===== src/rtl/interval_meas_sequencer_pkg.sv =====
// rtl/interval_meas_sequencer_pkg.sv - shared types and constants for the interval measurement sequencer
package interval_meas_sequencer_pkg;

    typedef enum logic [2:0] {
        S_IDLE,
        S_ARM,
        S_WAIT,
        S_SEL,
        S_CAPT,
        S_ACC,
        S_HOLD
    } state_t;

    localparam logic [31:0] SAT_VALUE = 32'h7FFF_FFFF;
    localparam int          ACC_W     = 40;
    localparam int          LANES     = 4;
    localparam int          LANE_W    = $clog2(LANES);

    function automatic logic [LANES-1:0] lane_onehot(input logic [LANE_W-1:0] lane);
        return LANES'(1) << lane;
    endfunction

endpackage


===== src/rtl/interval_meas_sequencer_if.sv =====
// rtl/interval_meas_sequencer_if.sv - control, byte-lane and result handshake bundle
interface interval_meas_if;
    logic        start;
    logic        abort;
    logic        meas_clr_n;
    logic        meas_fix;
    logic [3:0]  read_byte;
    logic [7:0]  byte_in;
    logic [31:0] result;
    logic        result_ovf;
    logic        result_tmo;
    logic        result_valid;
    logic        result_ready;
    logic        busy;

    modport master (
        input  start, abort, meas_fix, byte_in, result_ready,
        output meas_clr_n, read_byte, result, result_ovf, result_tmo, result_valid, busy
    );

    modport slave (
        output start, abort, meas_fix, byte_in, result_ready,
        input  meas_clr_n, read_byte, result, result_ovf, result_tmo, result_valid, busy
    );
endinterface


===== src/rtl/interval_meas_sequencer_fix_edge_sync.sv =====
// rtl/interval_meas_sequencer_fix_edge_sync.sv - 2-FF synchroniser and rising-edge detect for meas_fix
module fix_edge_sync (
    input  logic i_clk,
    input  logic i_rst_n,
    input  logic i_fix,
    output logic o_rise
);
    logic r_meta;
    logic r_sync;
    logic r_prev;

    always_ff @(posedge i_clk or negedge i_rst_n) begin
        if (!i_rst_n) begin
            r_meta <= 1'b0;
            r_sync <= 1'b0;
            r_prev <= 1'b0;
        end else begin
            r_meta <= i_fix;
            r_sync <= r_meta;
            r_prev <= r_sync;
        end
    end

    // A level already high yields no edge, so a stale fix never re-triggers.
    assign o_rise = r_sync & ~r_prev;
endmodule


===== src/rtl/interval_meas_sequencer.sv =====
// rtl/interval_meas_sequencer.sv - arms, captures and averages signed interval samples over a byte-lane bus
module interval_meas_sequencer
    import interval_meas_sequencer_pkg::*;
#(
    parameter int AVG_LOG2    = 2,
    parameter int TIMEOUT_CYC = 50000000,
    parameter int ARM_CYC     = 4
) (
    input  logic            i_clk_50,
    input  logic            i_rst_n,
    interval_meas_if.master bus
);
    localparam logic [7:0]  ARM_LAST = 8'(ARM_CYC - 1);
    localparam logic [31:0] TMO_LOAD = 32'(TIMEOUT_CYC - 1);
    localparam logic [4:0]  N_AVG    = 5'(1 << AVG_LOG2);

    state_t                   r_state;
    state_t                   w_next;
    logic [7:0]               r_arm_cnt;
    logic [31:0]              r_tmo_cnt;
    logic [LANE_W-1:0]        r_lane;
    logic [31:0]              r_sample;
    logic signed [ACC_W-1:0]  r_acc;
    logic [4:0]               r_cnt;
    logic                     r_ovf;
    logic                     r_tmo;
    logic [31:0]              r_result;
    logic                     r_result_ovf;
    logic                     r_result_tmo;

    logic                     w_fix_rise;
    logic                     w_clr_n;
    logic [LANES-1:0]         w_read_byte;
    logic                     w_sample_sat;
    logic signed [ACC_W-1:0]  w_sext;
    logic signed [ACC_W-1:0]  w_acc_sum;
    logic [4:0]               w_cnt_inc;
    logic                     w_last;
    logic                     w_ovf_any;

    fix_edge_sync u_fix_sync (
        .i_clk   (i_clk_50),
        .i_rst_n (i_rst_n),
        .i_fix   (bus.meas_fix),
        .o_rise  (w_fix_rise)
    );

    assign w_sample_sat = (r_sample == SAT_VALUE);
    assign w_sext       = {{(ACC_W-32){r_sample[31]}}, r_sample};
    assign w_acc_sum    = r_acc + w_sext;
    assign w_cnt_inc    = r_cnt + 5'd1;
    assign w_last       = (w_cnt_inc == N_AVG);
    assign w_ovf_any    = r_ovf | w_sample_sat;

    always_ff @(posedge i_clk_50 or negedge i_rst_n) begin
        if (!i_rst_n) r_state <= S_IDLE;
        else          r_state <= w_next;
    end

    always_comb begin
        w_next      = r_state;
        w_clr_n     = 1'b1;
        w_read_byte = '0;
        case (r_state)
            S_IDLE: if (bus.start) w_next = S_ARM;
            S_ARM: begin
                w_clr_n = 1'b0;
                if (r_arm_cnt == ARM_LAST) w_next = S_WAIT;
            end
            S_WAIT: begin
                if (w_fix_rise)            w_next = S_SEL;
                else if (r_tmo_cnt == '0)  w_next = S_ACC;
            end
            S_SEL: begin
                w_read_byte = lane_onehot(r_lane);
                w_next      = S_CAPT;
            end
            S_CAPT: begin
                w_read_byte = lane_onehot(r_lane);
                w_next      = (r_lane == LANE_W'(LANES - 1)) ? S_ACC : S_SEL;
            end
            S_ACC:  w_next = w_last ? S_HOLD : S_ARM;
            S_HOLD: if (bus.result_ready) w_next = S_IDLE;
            default: w_next = S_IDLE;
        endcase
        if (bus.abort) w_next = S_IDLE;
    end

    // Datapath is frozen on abort so a partial average never reaches the result registers.
    always_ff @(posedge i_clk_50 or negedge i_rst_n) begin
        if (!i_rst_n) begin
            r_arm_cnt    <= '0;
            r_tmo_cnt    <= '0;
            r_lane       <= '0;
            r_sample     <= '0;
            r_acc        <= '0;
            r_cnt        <= '0;
            r_ovf        <= 1'b0;
            r_tmo        <= 1'b0;
            r_result     <= '0;
            r_result_ovf <= 1'b0;
            r_result_tmo <= 1'b0;
        end else if (!bus.abort) begin
            case (r_state)
                S_IDLE: if (bus.start) begin
                    r_acc     <= '0;
                    r_cnt     <= '0;
                    r_ovf     <= 1'b0;
                    r_tmo     <= 1'b0;
                    r_arm_cnt <= '0;
                end
                S_ARM: begin
                    r_arm_cnt <= r_arm_cnt + 8'd1;
                    if (r_arm_cnt == ARM_LAST) r_tmo_cnt <= TMO_LOAD;
                end
                S_WAIT: begin
                    if (w_fix_rise) begin
                        r_lane <= '0;
                    end else if (r_tmo_cnt == '0) begin
                        r_tmo    <= 1'b1;
                        r_sample <= SAT_VALUE;
                    end else begin
                        r_tmo_cnt <= r_tmo_cnt - 32'd1;
                    end
                end
                S_CAPT: begin
                    r_sample[8*r_lane +: 8] <= bus.byte_in;
                    r_lane                  <= r_lane + LANE_W'(1);
                end
                S_ACC: begin
                    r_acc     <= w_acc_sum;
                    r_cnt     <= w_cnt_inc;
                    r_ovf     <= w_ovf_any;
                    r_arm_cnt <= '0;
                    if (w_last) begin
                        r_result     <= (w_ovf_any | r_tmo) ? SAT_VALUE : 32'(w_acc_sum >>> AVG_LOG2);
                        r_result_ovf <= w_ovf_any;
                        r_result_tmo <= r_tmo;
                    end
                end
                default: ;
            endcase
        end
    end

    assign bus.meas_clr_n   = w_clr_n;
    assign bus.read_byte    = w_read_byte;
    assign bus.result       = r_result;
    assign bus.result_ovf   = r_result_ovf;
    assign bus.result_tmo   = r_result_tmo;
    assign bus.result_valid = (r_state == S_HOLD);
    assign bus.busy         = (r_state != S_IDLE);
endmodule


===== src/flat_wrapper.sv =====
// flat-port wrapper written by rule: the top's interface ports become plain ports
module interval_meas_sequencer_flat import interval_meas_sequencer_pkg::*;
#(
    parameter int AVG_LOG2    = 2,
    parameter int TIMEOUT_CYC = 50000000,
    parameter int ARM_CYC     = 4
)
  (i_clk_50, i_rst_n, bus_start, bus_abort, bus_meas_fix, bus_byte_in, bus_result_ready, bus_meas_clr_n, bus_read_byte, bus_result, bus_result_ovf, bus_result_tmo, bus_result_valid, bus_busy);
  interval_meas_if bus_i ();
  input  logic i_clk_50;
  input  logic i_rst_n;
  input wire logic [$bits(bus_i.start)-1:0] bus_start;
  input wire logic [$bits(bus_i.abort)-1:0] bus_abort;
  input wire logic [$bits(bus_i.meas_fix)-1:0] bus_meas_fix;
  input wire logic [$bits(bus_i.byte_in)-1:0] bus_byte_in;
  input wire logic [$bits(bus_i.result_ready)-1:0] bus_result_ready;
  output wire logic [$bits(bus_i.meas_clr_n)-1:0] bus_meas_clr_n;
  output wire logic [$bits(bus_i.read_byte)-1:0] bus_read_byte;
  output wire logic [$bits(bus_i.result)-1:0] bus_result;
  output wire logic [$bits(bus_i.result_ovf)-1:0] bus_result_ovf;
  output wire logic [$bits(bus_i.result_tmo)-1:0] bus_result_tmo;
  output wire logic [$bits(bus_i.result_valid)-1:0] bus_result_valid;
  output wire logic [$bits(bus_i.busy)-1:0] bus_busy;
  assign bus_i.start = bus_start;
  assign bus_i.abort = bus_abort;
  assign bus_i.meas_fix = bus_meas_fix;
  assign bus_i.byte_in = bus_byte_in;
  assign bus_i.result_ready = bus_result_ready;
  assign bus_meas_clr_n = bus_i.meas_clr_n;
  assign bus_read_byte = bus_i.read_byte;
  assign bus_result = bus_i.result;
  assign bus_result_ovf = bus_i.result_ovf;
  assign bus_result_tmo = bus_i.result_tmo;
  assign bus_result_valid = bus_i.result_valid;
  assign bus_busy = bus_i.busy;
  interval_meas_sequencer #(.AVG_LOG2(AVG_LOG2), .TIMEOUT_CYC(TIMEOUT_CYC), .ARM_CYC(ARM_CYC)) u_core (.i_clk_50(i_clk_50), .i_rst_n(i_rst_n), .bus(bus_i));
endmodule

===== config.mk =====
export PLATFORM = sky130hd
export DESIGN_NAME = interval_meas_sequencer_flat
export DESIGN_NICKNAME = d
export VERILOG_FILES = /design/src/rtl/interval_meas_sequencer_pkg.sv /design/src/rtl/interval_meas_sequencer_if.sv /design/src/rtl/interval_meas_sequencer_fix_edge_sync.sv /design/src/rtl/interval_meas_sequencer.sv /design/src/flat_wrapper.sv
export SDC_FILE = /design/constraint.sdc
export NUM_CORES = 1
export LEC_CHECK = 0
export CAP_MARGIN = 25
export CORE_MARGIN = 1
export CORE_UTILIZATION = 60
export DETAILED_ROUTE_END_ITERATION = 8
export GPL_TIMING_DRIVEN = 0
export PLACE_DENSITY_LB_ADDON = 0.15
export SYNTH_ARGS = -nofsm -noshare
export SYNTH_HDL_FRONTEND = slang
export SYNTH_SLANG_ARGS = --single-unit

===== constraint.sdc =====
create_clock -name i_clk_50 -period 7.6 [get_ports i_clk_50]
set_clock_uncertainty 0.2 [all_clocks]
set_input_delay 1.9 -clock i_clk_50 [delete_from_list [all_inputs] [get_ports i_clk_50]]
set_output_delay 1.9 -clock i_clk_50 [all_outputs]
set_load 0.005 [all_outputs]

==> datasheet_impl.txt <==
Summary of implementation characteristics

Parameter                              Value

Outcome
  Outcome    complete, no violations

Layout
  Fraction of layout cells with a size suffix above 1    between 6 and 7%
  Diodes inserted    0
  Final Non-Filler Cells    1168
  Utilization of the core after routing    71.9%
  Leading cell type in the layout, fill and taps excluded    sky130_fd_sc_hd__dfrtp_1
  Layout net count    1031

Placement
  Detailed Place HPWL    14.6 mm
  Final RePlAce weighted congestion    0.959

Routing
  Total routed wirelength    21.1 mm
  Pre-Repair DR Iteration Count    7
  Number of violations reported at the end of detailed-routing iteration 0    548
  Average routed wire per standard cell    18.1 um

Logic synthesis
  Largest type area fraction    45.0%
  Warning count from the yosys run    0
  Dominant kind of combinational cell    AND-OR/OR-AND gates
  Mean cell area of the mapped netlist    between 9 and 10 um2
  Number of nets at floorplan    956
  Sequential area share after synthesis    45.0%
  Post-synthesis cell type with the largest combined area    sky130_fd_sc_hd__dfrtp_1
  Count of library flops with an enable pin    0
  Number of synthesized register bits    155
  Post-synthesis simple-gate area fraction    17.5%
  Number of standard cells reported by yosys    901
  Post-synthesis cell type count    72
  Yosys-reported design area after synthesis    around 0.0086 mm2
  Count of mapped cells out of synthesis    901
  Async set or reset register ratio after synthesis    100%

STA
  Hold violation count in the final report    0
  Post-route fraction of the period consumed by the critical path    70.3%
  Setup repair after global routing missed its margin    false
  Final count of negative-setup-slack endpoints    0
  Final worst slack    2250 ps

Critical path
  Highest net fanout along the worst path    10
  Classification of the worst setup path    reg2out
  Depth of the worst register-to-register path    10
  Crit. End Element    output pin
  Req. time, crit path    5500 ps
  Endpoint arrival time on the critical path    3250 ps
  Setup crit start kind    register

Die
  Placement Rows    approximately 43
  Die width    122 um
  Initial Utilization    about three fifths
  Core Region    0.0139 mm2

Clock tree
  Number of sinks driven by the clock tree    about 160
  Cells resized by post-CTS repair    0
  TritonCTS clock tree    built
  Clock transition at the registers of the reported paths    about 60 ps

Global routing
  GR Util All Layers    29.6%
  Antenna violations before repair    0

Min path
  Type of the tightest min-delay check    reg2reg
  Hold depth    0

Power and ir drop
  Combinational cell fraction of total power    33.4%
  Largest Pwr Group    registers
  Clock group    875 uW
  Pwr dens    about 300 mW/mm2
  Share of total power in the clock network    approximately 29%

Run
  Number of maximum-capacitance violations    0
-- path summary, 6_finish.rpt --
| kind | startpoint | end | slack, ps |
|---|---|---|---|
| max | u_core.r_state[1] | bus_read_byte[3] | 2250 |
| min | u_core.u_fix_sync.r_meta | u_core.u_fix_sync.r_sync | 160 |
| max reg2reg | u_core.r_sample[4] | u_core.r_acc[33] | 3260 |
| min in group asynchronous | i_rst_n | u_core.bus.result[19] | 1250 |
| min reg2reg | u_core.u_fix_sync.r_meta | u_core.u_fix_sync.r_sync | 160 |
| max in group asynchronous | i_rst_n | u_core.r_tmo_cnt[0] | 5080 |
-- worst max-delay path: stages (launching register included) --
cell                              delay, ps
sky130_fd_sc_hd__dfrtp_1                390
sky130_fd_sc_hd__clkbuf_1               350
sky130_fd_sc_hd__or2_2                  180
sky130_fd_sc_hd__buf_1                  390
sky130_fd_sc_hd__clkbuf_1               420
sky130_fd_sc_hd__clkbuf_1               420
sky130_fd_sc_hd__a21oi_1                190
sky130_fd_sc_hd__clkdlybuf4s50_1        490
-- routing by layer --
layer	track usage [%]	up-vias	part of all wire, %
li1	-	3444	-
met1	40.1	3473	45
met2	46.1	214	47
met3	5.71	52	5.0
met4	13.7	0	3.3
met5	0	-	0
-- state kept, by name (all words and copies together), names as in the netlist, 2 cells and up --
signal,cells
u_core.bus.result,32
u_core.r_acc,34
u_core.r_arm_cnt,8
u_core.r_cnt,5
u_core.r_lane,2
u_core.r_sample,32
u_core.r_state,3
u_core.r_tmo_cnt,32
-- final cells by class --
cell class | count | area (um2)
buffer | 41 | 176
multi-input combinational | 682 | 4480
clock inverter | 8 | 115
timing repair buffer | 56 | 569
sequential | 155 | 3880
tap | 180 | 225
inverter | 23 | 86.3
fill | 1014 | 3910
clock buffer | 23 | 488
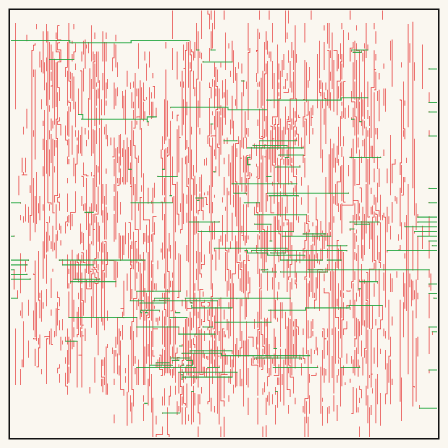
(images/wires.png)
Only two layers are drawn.
[green] metal 3 | wire length: 1060 um
[red] metal 2 | wire length: 9930 um

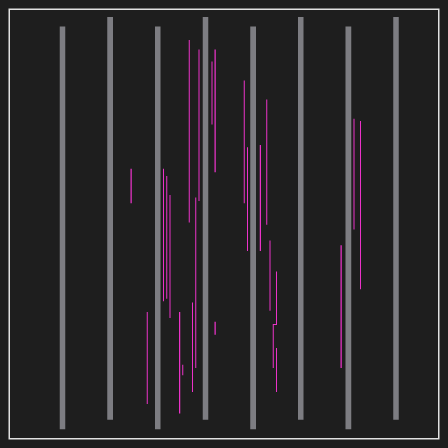
(images/layer_met4.png)
Supply wires on this layer in grey.
nets with wire on the layer: 22
main direction: vertical
wire length on this layer: 700 um
share of all routed wire: 3.3%

Power is estimated from default activity; no workload was simulated.
